==> src/rtl/uart_frame_loader.sv <==
// uart_frame_loader: hunts for a two-byte sync header on the UART byte
// stream, then writes NPIX pixel bytes into the back bank of a double-buffered
// framebuffer. The banks swap only after a complete frame has arrived.
// A gap timer aborts a frame if the stream stalls inside it.
// Optional feature macro: UART_FRAME_CHECKSUM_EN. When it is defined, a
// trailing XOR checksum byte must match before the bank swap happens.
module uart_frame_loader #(
  parameter int         H_PIX       = 16,
  parameter int         V_PIX       = 16,
  parameter int         ADDR_W      = 8,
  parameter logic [7:0] SYNC0       = 8'hAA,
  parameter logic [7:0] SYNC1       = 8'h55,
  parameter int         TIMEOUT_CYC = 43400
) (
  input  logic              clk,
  input  logic              rst_n,
  input  logic              rx_dv,
  input  logic [7:0]        rx_byte,
  output logic              fb_we,
  output logic [ADDR_W:0]   fb_addr,
  output logic [7:0]        fb_wdata,
  output logic              disp_bank,
  output logic              frame_done,
  output logic              frame_err,
  output logic              busy
);

  localparam int                NPIX     = H_PIX * V_PIX;
  localparam int                GAP_W    = $clog2(TIMEOUT_CYC + 1);
  localparam logic [ADDR_W-1:0] LAST_PIX = ADDR_W'(NPIX - 1);
  localparam logic [GAP_W-1:0]  GAP_MAX  = GAP_W'(TIMEOUT_CYC - 1);

  typedef enum logic [2:0] {
    S_IDLE,
    S_SYNC,
    S_LOAD,
`ifdef UART_FRAME_CHECKSUM_EN
    S_CHK,
`endif
    S_COMMIT
  } state_t;

  state_t              state_q, state_d;
  logic [ADDR_W-1:0]   pix_q;
  logic [GAP_W-1:0]    gap_q;
`ifdef UART_FRAME_CHECKSUM_EN
  logic [7:0]          csum_q;
`endif

  logic timed, expire;
  logic we_d, done_d, err_d, swap, pix_clr, pix_inc, gap_inc;

  // Next-state and per-cycle control decode
  always_comb begin
    state_d = state_q;
    we_d    = 1'b0;
    done_d  = 1'b0;
    err_d   = 1'b0;
    swap    = 1'b0;
    pix_clr = 1'b0;
    pix_inc = 1'b0;
    timed   = (state_q == S_SYNC) || (state_q == S_LOAD);
`ifdef UART_FRAME_CHECKSUM_EN
    if (state_q == S_CHK) timed = 1'b1;
`endif
    // A byte arriving in the expiry cycle wins over the timeout.
    expire  = timed && !rx_dv && (gap_q == GAP_MAX);
    gap_inc = timed && !rx_dv && !expire;

    case (state_q)
      S_IDLE: begin
        if (rx_dv && (rx_byte == SYNC0)) state_d = S_SYNC;
      end
      S_SYNC: begin
        if (rx_dv) begin
          if (rx_byte == SYNC1) begin
            state_d = S_LOAD;
            pix_clr = 1'b1;
          end else if (rx_byte != SYNC0) begin
            state_d = S_IDLE;
          end
        end
      end
      S_LOAD: begin
        // Header values inside the frame are ordinary pixel data.
        if (rx_dv) begin
          we_d    = 1'b1;
          pix_inc = 1'b1;
          if (pix_q == LAST_PIX) begin
`ifdef UART_FRAME_CHECKSUM_EN
            state_d = S_CHK;
`else
            state_d = S_COMMIT;
`endif
          end
        end
      end
`ifdef UART_FRAME_CHECKSUM_EN
      S_CHK: begin
        if (rx_dv) begin
          if (rx_byte == csum_q) begin
            state_d = S_COMMIT;
          end else begin
            err_d   = 1'b1;
            state_d = S_IDLE;
          end
        end
      end
`endif
      S_COMMIT: begin
        // Any byte strobed during this cycle is deliberately dropped.
        swap    = 1'b1;
        done_d  = 1'b1;
        state_d = S_IDLE;
      end
      default: state_d = S_IDLE;
    endcase

    if (expire) begin
      err_d   = 1'b1;
      state_d = S_IDLE;
    end
  end

  // State, pixel counter and gap timer
  always_ff @(posedge clk or negedge rst_n) begin
    if (!rst_n) begin
      state_q <= S_IDLE;
      pix_q   <= '0;
      gap_q   <= '0;
    end else begin
      state_q <= state_d;
      if (pix_clr) begin
        pix_q <= '0;
      end else if (pix_inc) begin
        pix_q <= (pix_q == LAST_PIX) ? '0 : pix_q + ADDR_W'(1);
      end
      gap_q <= gap_inc ? gap_q + GAP_W'(1) : '0;
    end
  end

`ifdef UART_FRAME_CHECKSUM_EN
  // Running XOR of the pixel bytes of the current frame
  always_ff @(posedge clk or negedge rst_n) begin
    if (!rst_n) begin
      csum_q <= '0;
    end else if (pix_clr) begin
      csum_q <= '0;
    end else if (we_d) begin
      csum_q <= csum_q ^ rx_byte;
    end
  end
`endif

  // Registered write port, status pulses and displayed-bank flag
  always_ff @(posedge clk or negedge rst_n) begin
    if (!rst_n) begin
      fb_we      <= 1'b0;
      fb_addr    <= '0;
      fb_wdata   <= '0;
      frame_done <= 1'b0;
      frame_err  <= 1'b0;
      disp_bank  <= 1'b0;
    end else begin
      fb_we      <= we_d;
      frame_done <= done_d;
      frame_err  <= err_d;
      if (we_d) begin
        fb_addr  <= {~disp_bank, pix_q};
        fb_wdata <= rx_byte;
      end
      if (swap) disp_bank <= ~disp_bank;
    end
  end

  assign busy = (state_q != S_IDLE);

endmodule

==> config.mk <==
export PLATFORM = sky130hd
export DESIGN_NAME = uart_frame_loader
export DESIGN_NICKNAME = d
export VERILOG_FILES = /design/src/rtl/uart_frame_loader.sv
export SDC_FILE = /design/constraint.sdc
export NUM_CORES = 1
export LEC_CHECK = 0
export ABC_AREA = 1
export CAP_MARGIN = 20
export CORE_MARGIN = 5
export CORE_UTILIZATION = 55
export DETAILED_ROUTE_END_ITERATION = 12
export PLACE_DENSITY = 0.8
export SLEW_MARGIN = 20
export SYNTH_ARGS = -nofsm -noshare
export SYNTH_HDL_FRONTEND = slang
export SYNTH_SLANG_ARGS = --single-unit
==> constraint.sdc <==
create_clock -name clk -period 3.8 [get_ports clk]
set_clock_uncertainty 0.15 [all_clocks]
set_input_delay 0.38 -clock clk [delete_from_list [all_inputs] [get_ports clk]]
set_output_delay 0.38 -clock clk [all_outputs]
set_load 0.01 [all_outputs]
**M1 wires**

(4 px per micron) Cells faint in the background.
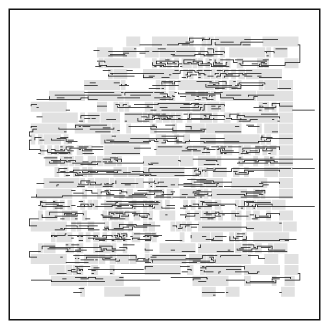
wire length on this layer: 2420 microns
main direction: horizontal
share of all routed wire: 48%
vias: 2056
met1 Use GR: 0.229

**The metal 2 layer**

(6 px per micron)
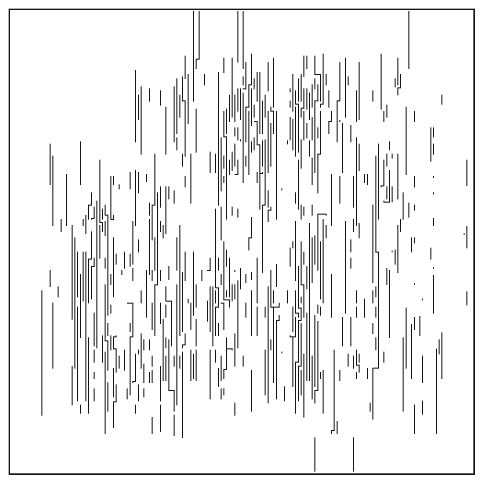
nets with wire on the layer: 288
longest straight run: 26.2 microns
wire length on this layer: 2340 microns
main direction: vertical
share of all routed wire: 46%
final wirelength: 5.09 mm
GRT met2 Usage: 0.295

**Signal wires on met3**

(4 px per micron) Cells faint in the background.
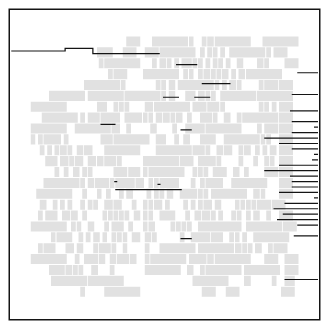
wire length on this layer: 253 microns
main direction: horizontal
longest straight run: 16.6 microns
met3 usage: 0.0433

==> out/metrics.csv <==
stage,metric,value,unit
power_and_ir_drop,power,1270,uW
final_timing,fin_crit,2230,ps
run_status,status,finished clean,
final_layout,inverters,39,
power_and_ir_drop,pwr_density_cell,427,nW/um^2
final_layout,stdcell_count,405,
final_layout,flops,47,
power_and_ir_drop,netSwitchingPower,389,uW
final_layout,ff_latch_area,1180,sq um
power_and_ir_drop,pg_seq,591,uW
critical_path,cp.buffers_inverters,3,
final_layout,area_growth,19.6,%
yosys,yosys.area_share.xor_xnor,0.0423,
yosys,ys_top_cells_by_count,"82 x nand2_1, 47 x dfrtp_1, 47 x nor2_1",
final_layout,lay_top_count,nand2_1,
critical_path,cp_slowest_stage_delay,530,ps
yosys,ys_chip_area,2490,sq um
final_timing,max_clock_freq,0.449,GHz
grt,overflow,0,
power_and_ir_drop,power_leader,registers,
yosys,top_cell_area_share,0.473,
final_layout,comb.multi_input.count,225,
critical_path,crit_path_end_kind,output port,
clock_tree,cts_tree,built,
power_and_ir_drop,irDropWorstVdd,251,uV
min_path,hold_depth,2,
yosys,netlist_logic_family_top,simple AND/OR/NAND/NOR gates,
final_timing,whs,337,ps
grt,grt_antenna_before_repair,0,
critical_path,cp_num_cells,4,
critical_path,crit_path_cell_trace,inv_1 -> ha_1 -> inv_1 -> clkdlybuf4s50_1,
die,core-area,4380,sq um
critical_path,critPathKind,reg2out,
critical_path,critPathArrivalTime,1700,ps
power_and_ir_drop,combinationalPowerShare,0.235,
**Track usage over the die**

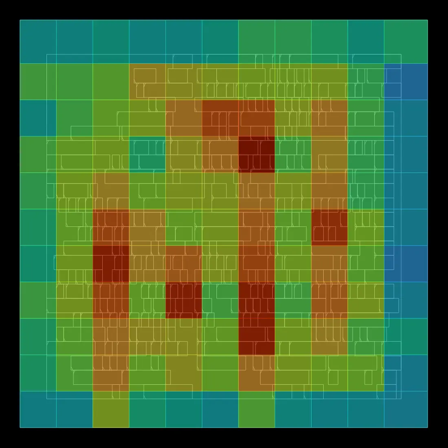
WL per Instance: 12.6 microns
Overall Global Routing Usage: 0.181
final core occ: 0.678
GRT busiest layer: met2

**I/O pins on the die edge**

(6 px per micron) Pins as bars across the die edge, other pins in gray.
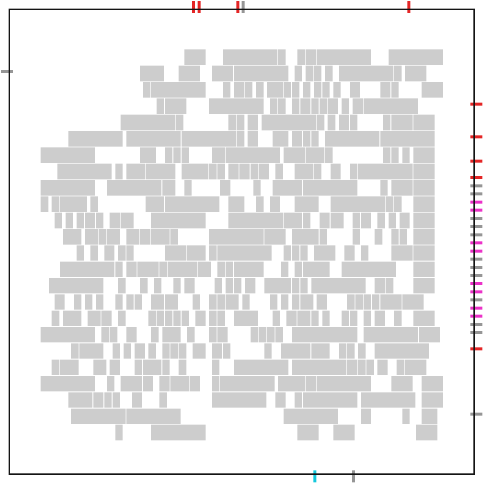
legend:
  rx_byte:
    color: magenta
    pins: 8
    direction: input
    edge: east
  fb_addr:
    color: red
    pins: 9
    direction: output
    edge: 5 east, 4 north
  disp_bank:
    color: cyan
    pins: 1
    direction: output
    edge: south
Die Y: 77.2 microns
Die Wd: 77.2 microns
Port Buffer Count: 32

## state kept, by name, indices dropped and copies added (netlist names), 2 cells and up
| signal | cells |
|---|---|
| fb_wdata | 8 |
| gap_q | 16 |
| pix_q | 8 |
| fb_addr | 9 |
| state_q | 2 |
## per-layer routing
layer	vias up	share of wire
met5	-	0
met4	0	0.015
met3	7	0.050
met2	40	0.46
met1	951	0.48
li1	1058	-
## worst paths after layout
kind / end / slack, ps / from
max: busy / 1570 / state_q[0]
min: fb_wdata[4] / 340 / fb_wdata[4]
max reg2reg: pix_q[2] / 1800 / state_q[0]
min reg2reg: fb_wdata[4] / 340 / fb_wdata[4]
max in group asynchronous: fb_addr[2] / 2640 / rst_n
min in group asynchronous: fb_addr[8] / 460 / rst_n
Power figures rest on the tool's default switching activity, not on a simulated workload.
